## src/rtl/vga_rx_decoder.sv

```systemverilog
// vga_rx_decoder: receive side of the 640x480@60 VGA timing path.
// Registers an incoming sync/valid/RGB stream, verifies line and frame
// periods against the nominal totals, and once locked emits one write
// strobe per active pixel with its recovered coordinates and 12-bit colour.
module vga_rx_decoder #(
    parameter int unsigned H_TOTAL     = 800,
    parameter int unsigned V_TOTAL     = 525,
    parameter int unsigned H_ACTIVE    = 640,
    parameter int unsigned V_ACTIVE    = 480,
    parameter int unsigned LOCK_FRAMES = 2
) (
    input  logic        pclk,
    input  logic        reset,
    input  logic        hsync,
    input  logic        vsync,
    input  logic        valid,
    input  logic [7:0]  vga_r,
    input  logic [7:0]  vga_g,
    input  logic [7:0]  vga_b,
    output logic [9:0]  pix_x,
    output logic [9:0]  pix_y,
    output logic [11:0] pix_data,
    output logic        pix_we,
    output logic        frame_start,
    output logic        locked,
    output logic        err_timing,
    output logic [9:0]  h_meas
);

    localparam logic [1:0] ST_SEARCH = 2'd0;
    localparam logic [1:0] ST_VERIFY = 2'd1;
    localparam logic [1:0] ST_LOCKED = 2'd2;

    localparam logic [10:0] H_TOTAL_C  = 11'(H_TOTAL);
    localparam logic [9:0]  V_TOTAL_C  = 10'(V_TOTAL);
    localparam logic [9:0]  H_ACTIVE_C = 10'(H_ACTIVE);
    localparam logic [9:0]  V_ACTIVE_C = 10'(V_ACTIVE);
    localparam logic [3:0]  LOCK_C     = 4'(LOCK_FRAMES);

    // Stage-1 input registers; only the colour nibbles that reach pix_data are kept
    logic        hs_s1_q, vs_s1_q, valid_s1_q;
    logic        hs_prev_q, vs_prev_q;
    logic [11:0] rgb_s1_q;

    // Timing counters and FSM state
    logic [10:0] lcnt_q, lcnt_d;
    logic [9:0]  vcnt_q, vcnt_d;
    logic [9:0]  xcnt_q, xcnt_d;
    logic [9:0]  ycnt_q, ycnt_d;
    logic        line_had_valid_q, line_had_valid_d;
    logic [1:0]  state_q, state_d;
    logic [3:0]  good_q, good_d;

    // Output registers
    logic [9:0]  pix_x_q, pix_x_d;
    logic [9:0]  pix_y_q, pix_y_d;
    logic [11:0] pix_data_q, pix_data_d;
    logic        pix_we_q, pix_we_d;
    logic        frame_start_q, frame_start_d;
    logic        locked_q, locked_d;
    logic        err_timing_q, err_timing_d;
    logic [9:0]  h_meas_q, h_meas_d;

    logic hfall, vfall;
    logic h_bad, v_bad, x_bad, y_bad, fault;
    logic in_locked;

    assign hfall = hs_prev_q & ~hs_s1_q;
    assign vfall = vs_prev_q & ~vs_s1_q;

    assign h_bad = hfall & (lcnt_q != H_TOTAL_C);
    assign v_bad = vfall & (vcnt_q != V_TOTAL_C);
    assign x_bad = valid_s1_q & (xcnt_q == H_ACTIVE_C);
    assign y_bad = valid_s1_q & (ycnt_q == V_ACTIVE_C);
    assign fault = h_bad | v_bad | x_bad | y_bad;

    assign in_locked = (state_q == ST_LOCKED);

    // Stage 1: capture pins, keep previous sync levels for edge detection
    always_ff @(posedge pclk or posedge reset) begin
        if (reset) begin
            hs_s1_q    <= 1'b1;
            vs_s1_q    <= 1'b1;
            hs_prev_q  <= 1'b1;
            vs_prev_q  <= 1'b1;
            valid_s1_q <= 1'b0;
            rgb_s1_q   <= '0;
        end else begin
            hs_s1_q    <= hsync;
            vs_s1_q    <= vsync;
            hs_prev_q  <= hs_s1_q;
            vs_prev_q  <= vs_s1_q;
            valid_s1_q <= valid;
            rgb_s1_q   <= {vga_r[7:4], vga_g[7:4], vga_b[7:4]};
        end
    end

    // Line/frame period counters and pixel coordinate counters
    always_comb begin
        lcnt_d           = lcnt_q;
        vcnt_d           = vcnt_q;
        xcnt_d           = xcnt_q;
        ycnt_d           = ycnt_q;
        line_had_valid_d = line_had_valid_q;

        if (hfall) begin
            lcnt_d = 11'd1;
        end else if (lcnt_q != '1) begin
            lcnt_d = lcnt_q + 11'd1;
        end

        // Coincident hfall/vfall is a frame end: vfall reload wins
        if (vfall) begin
            vcnt_d = 10'd1;
        end else if (hfall && vcnt_q != '1) begin
            vcnt_d = vcnt_q + 10'd1;
        end

        if (hfall) begin
            xcnt_d = '0;
        end else if (valid_s1_q && xcnt_q != '1) begin
            xcnt_d = xcnt_q + 10'd1;
        end

        if (vfall) begin
            ycnt_d = '0;
        end else if (hfall && line_had_valid_q && ycnt_q != '1) begin
            ycnt_d = ycnt_q + 10'd1;
        end

        if (hfall) begin
            line_had_valid_d = 1'b0;
        end else if (valid_s1_q) begin
            line_had_valid_d = 1'b1;
        end
    end

    // Lock FSM: SEARCH waits for a frame edge, VERIFY counts good frames, LOCKED watches for faults
    always_comb begin
        state_d = state_q;
        good_d  = good_q;
        case (state_q)
            ST_SEARCH: begin
                if (vfall) begin
                    state_d = ST_VERIFY;
                    good_d  = '0;
                end
            end
            ST_VERIFY: begin
                if (h_bad) begin
                    state_d = ST_SEARCH;
                    good_d  = '0;
                end else if (vfall) begin
                    if (vcnt_q == V_TOTAL_C) begin
                        good_d = good_q + 4'd1;
                        if (good_q + 4'd1 == LOCK_C) begin
                            state_d = ST_LOCKED;
                        end
                    end else begin
                        state_d = ST_SEARCH;
                        good_d  = '0;
                    end
                end
            end
            ST_LOCKED: begin
                if (fault) begin
                    state_d = ST_SEARCH;
                    good_d  = '0;
                end
            end
            default: begin
                state_d = ST_SEARCH;
                good_d  = '0;
            end
        endcase
    end

    // Output stage: strobe and coordinates of the pixel held in stage 1
    always_comb begin
        pix_we_d      = valid_s1_q & in_locked & ~fault;
        err_timing_d  = in_locked & fault;
        frame_start_d = vfall;
        locked_d      = in_locked;
        h_meas_d      = h_meas_q;
        pix_x_d       = pix_x_q;
        pix_y_d       = pix_y_q;
        pix_data_d    = pix_data_q;

        if (hfall) begin
            h_meas_d = (lcnt_q > 11'd1023) ? '1 : lcnt_q[9:0];
        end
        // Coordinates/colour hold the last strobed pixel between strobes
        if (pix_we_d) begin
            pix_x_d    = xcnt_q;
            pix_y_d    = ycnt_q;
            pix_data_d = rgb_s1_q;
        end
    end

    // State, counter and output registers
    always_ff @(posedge pclk or posedge reset) begin
        if (reset) begin
            lcnt_q           <= '0;
            vcnt_q           <= '0;
            xcnt_q           <= '0;
            ycnt_q           <= '0;
            line_had_valid_q <= 1'b0;
            state_q          <= ST_SEARCH;
            good_q           <= '0;
            pix_x_q          <= '0;
            pix_y_q          <= '0;
            pix_data_q       <= '0;
            pix_we_q         <= 1'b0;
            frame_start_q    <= 1'b0;
            locked_q         <= 1'b0;
            err_timing_q     <= 1'b0;
            h_meas_q         <= '0;
        end else begin
            lcnt_q           <= lcnt_d;
            vcnt_q           <= vcnt_d;
            xcnt_q           <= xcnt_d;
            ycnt_q           <= ycnt_d;
            line_had_valid_q <= line_had_valid_d;
            state_q          <= state_d;
            good_q           <= good_d;
            pix_x_q          <= pix_x_d;
            pix_y_q          <= pix_y_d;
            pix_data_q       <= pix_data_d;
            pix_we_q         <= pix_we_d;
            frame_start_q    <= frame_start_d;
            locked_q         <= locked_d;
            err_timing_q     <= err_timing_d;
            h_meas_q         <= h_meas_d;
        end
    end

    assign pix_x       = pix_x_q;
    assign pix_y       = pix_y_q;
    assign pix_data    = pix_data_q;
    assign pix_we      = pix_we_q;
    assign frame_start = frame_start_q;
    assign locked      = locked_q;
    assign err_timing  = err_timing_q;
    assign h_meas      = h_meas_q;

endmodule

```

## config.mk

```make
export PLATFORM = sky130hd
export DESIGN_NAME = vga_rx_decoder
export DESIGN_NICKNAME = d
export VERILOG_FILES = /design/src/rtl/vga_rx_decoder.sv
export SDC_FILE = /design/constraint.sdc
export NUM_CORES = 1
export LEC_CHECK = 0
export CAP_MARGIN = 20
export CORE_ASPECT_RATIO = 1.1
export CORE_UTILIZATION = 48
export DETAILED_ROUTE_END_ITERATION = 10
export HOLD_SLACK_MARGIN = 0.15
export PLACE_DENSITY = 0.84
export SYNTH_ARGS = -nofsm -noshare
export SYNTH_HDL_FRONTEND = slang
export SYNTH_SLANG_ARGS = --single-unit
```

## constraint.sdc

```tcl
create_clock -name pclk -period 3.6 [get_ports pclk]
set_input_delay 0.72 -clock pclk [delete_from_list [all_inputs] [get_ports pclk]]
set_output_delay 0.72 -clock pclk [all_outputs]
set_load 0.02 [all_outputs]
```

Figure 1. The metal 1 layer.
Scale bar: 20 µm.
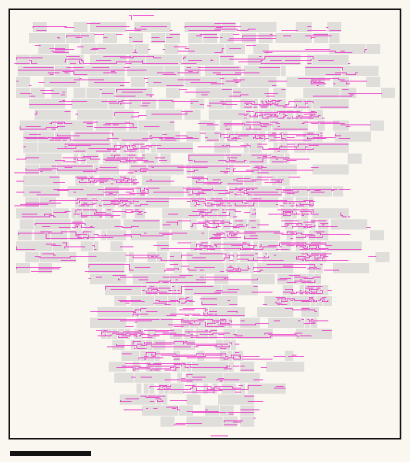
main direction: horizontal
share of all routed wire: 44%

Figure 2. Met2 routing.
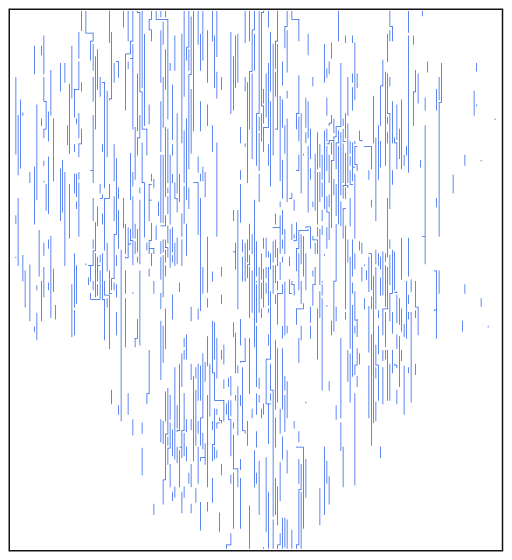
nets with wire on the layer: 446
share of all routed wire: 52%

==> qor.txt <==
HPWL after detailed placement - 6.18 mm
Worst hold start - vs_s1_q
Die Y - 106 µm
Met1 WL - 3.93 mm
Clock buffer count from CTS - 9
Worst Path Required - 3.86 ns
Floorplan net count - 454
Commonest Layout Cell - dfrtp_1
Nets@finish - 519
Largest net degree at the start of global routing - 43
Leak - 2.62 nW
Main flop type - dfrtp_1
Gp weighted congestion - 0.813
Area grow syn2layout - 20.3%
Yosys aoi share - 0.0697
Post-route ant nets - 0
Via Count - 3275
Postcts setup bufs - 0
Clk_lat worst skew - 0.38 ns
Core Footprint - 9490 µm²
Post-synthesis chip area from yosys - 4740 µm²
Area leader share - 0.565
Slew HR - 0.356
Power density over the cells - 418 nW/µm²
Cells after Synth - 415
First-pass GRT wire length - 15.4 mm
P_sw - 0.000672 W
Crit path depth - 8
Multiplexer share - 0.0808
Most Crowded Layer GR - met2
Tmin final - 2.78 ns
Top cells, area - dfrtp_1, mux2_2, nor2_1
Worst EP arrival - 3.04 ns
OpenROAD warning count - 43
Worst slew pin tran - 0.957 ns
Final Util - 0.601
Drt drc - 0
Final setup viols - 0
Pre-antenna DRT Iters - 4
Die Size - 10300 µm²
GRT met2 Usage - 0.308
Post-synth regs - 111
Hold Path Class - flip-flop to flip-flop
Synth async-reset ratio - 1.00
Xor/xnor share - 0.0462
Yosys top cell by area - dfrtp_1
Critical path cell sequence - inv_1 > ha_1 > nor4b_1 > a31oi_1 > or3_4 > nor3_4 > buf_4 > mux2_2
Final Hold Vio Count - 0
Met3 usage - 0.0243
Die Wd - 96.8 µm
IO Count - 75
Dominant comb cell - simple AND/OR/NAND/NOR gates
# resized after CTS - 0
DP Cell Count - 586
H-Tree Depth - 3
Cell Rows - 37
Switching share of power - 0.282
Worst Path Max Fanout - 33
CTS tree - yes
Clock network fraction of total power - 0.305
Hold Path End - vs_prev_q
CP startpoint - lcnt_q[0]
CP delay by family, top - simple AND/OR/NAND/NOR gates
Setup TNS - 0 ns
Sequential area share after synthesis - 0.587
Cell Area, Synth - 4740 µm²
Hold depth - 0
Most common logic cells in the final layout - dfrtp_1, clkdlybuf4s50_1, nor2_1, nand2_1, mux2_2
Status - complete, no violations
Via-to-Cell Ratio - 5.44
Clock net power - 0.000726 W
Pre-CTS setup slack - 0.850 ns
Post-route clock period utilization - 0.771
Ant. Diodes - 0
R2r setup slk - 0.82 ns
Post-route setup slack - 0.824 ns
Combinational Power Share - 0.112
Synth unique cells - 44
CP max-delay cell - or3_4
layout make-up:
type	instances	area [µm²]	share of cell area
Tap cell	117	146	0.0257
Clock inverter	7	72.6	0.0127
Timing Repair Buffer	67	683	0.120
Clock buffer	9	124	0.0217
Multi-Input combinational cell	279	1840	0.323
Inverter	12	48.8	0.00856
Sequential cell	111	2780	0.488
Yosys cell counts (all sizes together), types with 4 or more instances:
cell,number
dfrtp,107
nor2,43
nand2,42
mux2,34
o21ai,19
nand3,17
xor2,17
a21oi,13
inv,12
nand4,12
clkbuf,10
ha,10
xnor2,8
nor3,7
or3,7
and3,6
a31oi,5
a21o,4
and4,4
dfstp,4
nor4,4
Power and IR drop assume default switching activity.
